File: src/rtl/mult_arbiter.sv
// ---------------------------------------------------------------------------
// mult_arbiter
// Shares one STAGES-deep pipelined multiplier chain among NUM_REQ requesters.
// A round-robin arbiter issues at most one operation per cycle. A tag pipe
// follows each operation down the chain so the product can be returned to the
// requester that issued it. Each requester has one result buffer, which holds
// the product until the requester acknowledges it.
//
// Optional feature: define MULT_ARB_PERF_EN to add the saturating performance
// counters perf_issue_cnt and perf_stall_cnt.
//
// Ports:
//   clock, reset   : system clock, synchronous active-high reset
//   req_valid      : per-requester request valid
//   req_ready      : per-requester accept, combinational, one-hot or zero
//   req_mcand      : packed multiplicands, requester i at [i*WIDTH +: WIDTH]
//   req_mplier     : packed multipliers, same packing
//   rsp_valid      : a result is held for requester i
//   rsp_product    : packed held results
//   rsp_ack        : requester consumes its held result
//   mult_start     : registered start to the chain
//   mult_mcand     : registered multiplicand to the chain
//   mult_mplier    : registered multiplier to the chain
//   mult_done      : chain done (last stage)
//   mult_product   : chain product (last stage)
//   err_latency    : sticky flag; mult_done disagreed with the tag pipe
//   perf_issue_cnt : (MULT_ARB_PERF_EN) saturating count of handshakes
//   perf_stall_cnt : (MULT_ARB_PERF_EN) saturating count of stalled cycles
// ---------------------------------------------------------------------------
module mult_arbiter #(
   parameter int NUM_REQ = 4,
   parameter int STAGES  = 4,
   parameter int WIDTH   = 16
) (
   input  logic                     clock,
   input  logic                     reset,
   input  logic [NUM_REQ-1:0]       req_valid,
   output logic [NUM_REQ-1:0]       req_ready,
   input  logic [NUM_REQ*WIDTH-1:0] req_mcand,
   input  logic [NUM_REQ*WIDTH-1:0] req_mplier,
   output logic [NUM_REQ-1:0]       rsp_valid,
   output logic [NUM_REQ*WIDTH-1:0] rsp_product,
   input  logic [NUM_REQ-1:0]       rsp_ack,
   output logic                     mult_start,
   output logic [WIDTH-1:0]         mult_mcand,
   output logic [WIDTH-1:0]         mult_mplier,
   input  logic                     mult_done,
   input  logic [WIDTH-1:0]         mult_product,
`ifdef MULT_ARB_PERF_EN
   output logic [15:0]              perf_issue_cnt,
   output logic [15:0]              perf_stall_cnt,
`endif
   output logic                     err_latency
);

   localparam int IDW = (NUM_REQ > 1) ? $clog2(NUM_REQ) : 1;
   typedef logic [IDW-1:0] id_t;
   localparam id_t LAST_ID = id_t'(NUM_REQ - 1);

   typedef enum logic [1:0] {
      ST_IDLE = 2'd0,
      ST_BUSY = 2'd1,
      ST_DONE = 2'd2
   } req_state_t;

   // ---------------- arbitration ----------------
   logic [NUM_REQ-1:0] idle_vec;
   logic               grant_found;
   id_t                grant_id;
   id_t                rr_ptr_reg;
   id_t                rr_ptr_next;

   always_comb begin
      grant_found = 1'b0;
      grant_id    = '0;
      // Scan from rr_ptr upward with wrap; the first eligible requester wins.
      for (int k = 0; k < NUM_REQ; k++) begin
         int idx;
         idx = int'(rr_ptr_reg) + k;
         if (idx >= NUM_REQ) begin
            idx = idx - NUM_REQ;
         end
         if (!grant_found && req_valid[idx] && idle_vec[idx]) begin
            grant_found = 1'b1;
            grant_id    = id_t'(idx);
         end
      end
   end

   always_comb begin
      rr_ptr_next = rr_ptr_reg;
      if (grant_found) begin
         rr_ptr_next = (grant_id == LAST_ID) ? '0 : grant_id + 1'b1;
      end
   end

   // ---------------- issue registers ----------------
   logic             mult_start_reg;
   logic [WIDTH-1:0] mult_mcand_reg;
   logic [WIDTH-1:0] mult_mplier_reg;
   id_t              issue_id_reg;

   always_ff @(posedge clock) begin
      if (reset) begin
         rr_ptr_reg      <= '0;
         mult_start_reg  <= 1'b0;
         mult_mcand_reg  <= '0;
         mult_mplier_reg <= '0;
         issue_id_reg    <= '0;
      end else begin
         rr_ptr_reg      <= rr_ptr_next;
         mult_start_reg  <= grant_found;
         mult_mcand_reg  <= grant_found ? req_mcand[grant_id*WIDTH +: WIDTH] : '0;
         mult_mplier_reg <= grant_found ? req_mplier[grant_id*WIDTH +: WIDTH] : '0;
         issue_id_reg    <= grant_id;
      end
   end

   assign mult_start  = mult_start_reg;
   assign mult_mcand  = mult_mcand_reg;
   assign mult_mplier = mult_mplier_reg;

   // ---------------- tag pipe ----------------
   // Entry 0 is loaded one cycle after mult_start, so the last entry lines up
   // with mult_done of the same operation.
   logic [STAGES-1:0] tag_valid_reg;
   id_t               tag_id_reg [STAGES];

   always_ff @(posedge clock) begin
      if (reset) begin
         tag_valid_reg[0] <= 1'b0;
         tag_id_reg[0]    <= '0;
      end else begin
         tag_valid_reg[0] <= mult_start_reg;
         tag_id_reg[0]    <= issue_id_reg;
      end
   end

   generate
      for (genvar gi = 1; gi < STAGES; gi++) begin : g_tag
         always_ff @(posedge clock) begin
            if (reset) begin
               tag_valid_reg[gi] <= 1'b0;
               tag_id_reg[gi]    <= '0;
            end else begin
               tag_valid_reg[gi] <= tag_valid_reg[gi-1];
               tag_id_reg[gi]    <= tag_id_reg[gi-1];
            end
         end
      end
   endgenerate

   logic tag_last_valid;
   id_t  tag_last_id;
   logic capture;
   logic mismatch;

   assign tag_last_valid = tag_valid_reg[STAGES-1];
   assign tag_last_id    = tag_id_reg[STAGES-1];
   assign capture        = mult_done & tag_last_valid;
   // A done with no tag, or a tag with no done: the chain latency is wrong.
   assign mismatch       = mult_done ^ tag_last_valid;

   // ---------------- per-requester FSM and result buffer ----------------
   generate
      for (genvar gi = 0; gi < NUM_REQ; gi++) begin : g_req
         req_state_t       state_reg;
         req_state_t       state_next;
         logic [WIDTH-1:0] product_reg;
         logic             granted;
         logic             returned;

         assign granted  = grant_found && (grant_id == id_t'(gi));
         assign returned = capture && (tag_last_id == id_t'(gi));

         always_comb begin
            state_next = state_reg;
            case (state_reg)
               ST_IDLE: if (granted)     state_next = ST_BUSY;
               ST_BUSY: if (returned)    state_next = ST_DONE;
               ST_DONE: if (rsp_ack[gi]) state_next = ST_IDLE;
               default:                  state_next = ST_IDLE;
            endcase
         end

         always_ff @(posedge clock) begin
            if (reset) begin
               state_reg   <= ST_IDLE;
               product_reg <= '0;
            end else begin
               state_reg <= state_next;
               if (returned) begin
                  product_reg <= mult_product;
               end
            end
         end

         assign idle_vec[gi]                   = (state_reg == ST_IDLE);
         assign req_ready[gi]                  = granted;
         assign rsp_valid[gi]                  = (state_reg == ST_DONE);
         assign rsp_product[gi*WIDTH +: WIDTH] = product_reg;
      end
   endgenerate

   // ---------------- error flag ----------------
   logic err_latency_reg;

   always_ff @(posedge clock) begin
      if (reset) begin
         err_latency_reg <= 1'b0;
      end else if (mismatch) begin
         err_latency_reg <= 1'b1;
      end
   end

   assign err_latency = err_latency_reg;

`ifdef MULT_ARB_PERF_EN
   // ---------------- performance counters ----------------
   logic [15:0] issue_cnt_reg;
   logic [15:0] stall_cnt_reg;

   always_ff @(posedge clock) begin
      if (reset) begin
         issue_cnt_reg <= '0;
         stall_cnt_reg <= '0;
      end else begin
         if (grant_found && (issue_cnt_reg != 16'hFFFF)) begin
            issue_cnt_reg <= issue_cnt_reg + 16'd1;
         end
         if ((|req_valid) && !grant_found && (stall_cnt_reg != 16'hFFFF)) begin
            stall_cnt_reg <= stall_cnt_reg + 16'd1;
         end
      end
   end

   assign perf_issue_cnt = issue_cnt_reg;
   assign perf_stall_cnt = stall_cnt_reg;
`endif

endmodule

File: config.mk
export PLATFORM = sky130hd
export DESIGN_NAME = mult_arbiter
export DESIGN_NICKNAME = d
export VERILOG_FILES = /design/src/rtl/mult_arbiter.sv
export SDC_FILE = /design/constraint.sdc
export NUM_CORES = 1
export LEC_CHECK = 0
export ABC_AREA = 1
export CORE_ASPECT_RATIO = 1.4
export CORE_MARGIN = 5
export CORE_UTILIZATION = 42
export CTS_CLUSTER_DIAMETER = 50
export DETAILED_ROUTE_END_ITERATION = 7
export MAX_ROUTING_LAYER = met4
export PLACE_DENSITY = 0.89
export SYNTH_ARGS = -nofsm -noshare
export SYNTH_HDL_FRONTEND = slang
export SYNTH_SLANG_ARGS = --single-unit
File: constraint.sdc
create_clock -name clock -period 3 [get_ports clock]
set_clock_uncertainty 0.15 [all_clocks]
set_input_delay 0.75 -clock clock [delete_from_list [all_inputs] [get_ports clock]]
set_output_delay 0.75 -clock clock [all_outputs]
set_load 0.03 [all_outputs]
==> images/m1.png <==
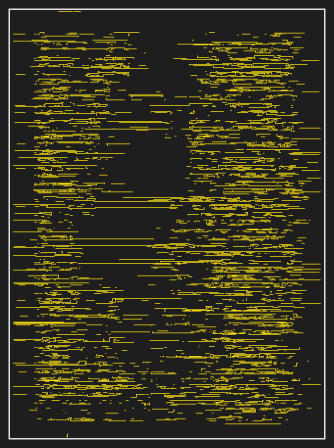
The layer carries 7530 um of wire. 1114 nets have wire on it. The wires run mostly horizontal. The longest straight run is 43.2 um.

==> images/port_trees.png <==
Scale bar: 20 um.
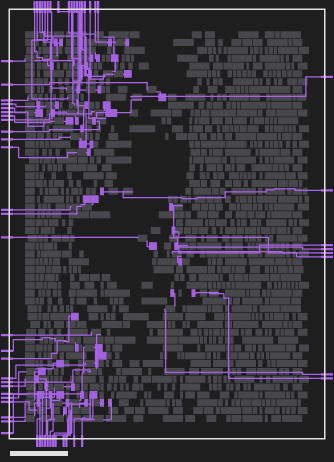
Key: req_mplier = purple [direction input, edge 26 west, 18 north, 12 south, 8 east, end cells 64, wire 2100 um]

==> images/clock_wires.png <==
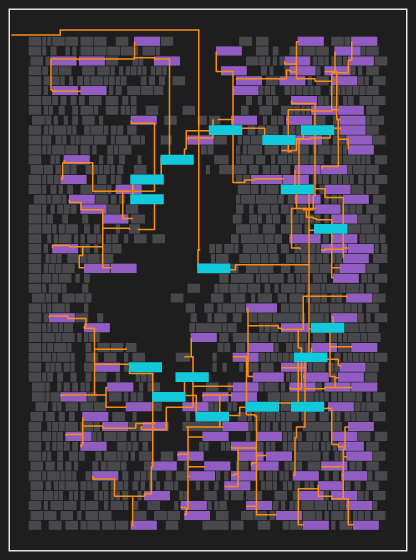
Key: clock-net drivers = cyan [count 17]; clock wires = orange [length 1660 um]; flip-flops = purple [count 122]
There are 18 routed clock nets.

==> images/ff_map.png <==
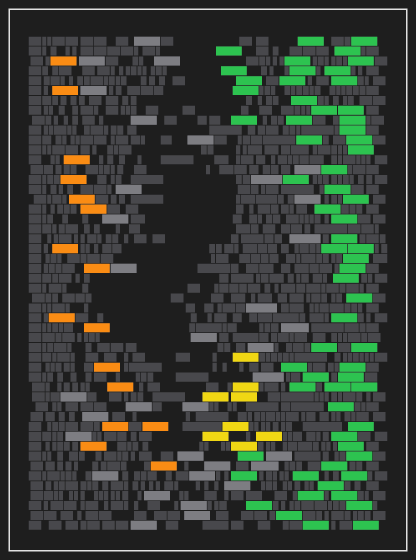
Key: tag_id_reg = yellow [flops 8, where south]; mult_mcand = orange [flops 16]; g_req.product_reg = green [flops 64]
Another 34 sequential cells are not coloured.

==> impl_metrics.ini <==
; synthesis and place-and-route metrics
[status]
status = complete, but fails checks
violations = negative setup slack

[grt]
grtUsageMet3 = 0.114
first_global_vias = 6625
grt_max_degree = 65

[finish]
num-multi-input-gates = 516
comb_area_frac = 0.277
seq_area_frac = 0.256
seq_cells = 122

[sta]
period_used_share = 1.02
setup_tns_ns = -0.153
finalSetupViolations = 4
worst_slack_ns = -0.0506

[logic_synthesis]
synth_area_um2 = 5770
ys_area_um2 = 5770
common_cells = inv_1 (142), dfxtp_1 (122), nand3_1 (122)
yosys_warnings = 0
synth_top_area_share = 0.423
top_cell = inv_1
yosysTopAreaCell = dfxtp_1
ys_ff = 122

[clock_tree]
cts_tree = done
hold_buffers = 0
cts-resized-gates = 60
clockBufferDepth = 2

[critical_path]
worst_path_most_repeated_cell = nand2_2
path_class = primary input to output port
crit_start = req_valid[1]

[placement]
dpl.hpwl_mm = 15.1
dp_slack_ns = -0.446

[worst_hold_path]
hold_end = tag_id_reg[0][1]

[routing]
route.top_layer_used = met4
wl_met2_mm = 11.1
drt_wl_total_mm = 22.2

[power]
power_frac_clock = 0.216
switching_share = 0.435
powerClk_uw = 2080

[die]
coreArea_um2 = 13500
io_pins = 261
die_h_um = 149
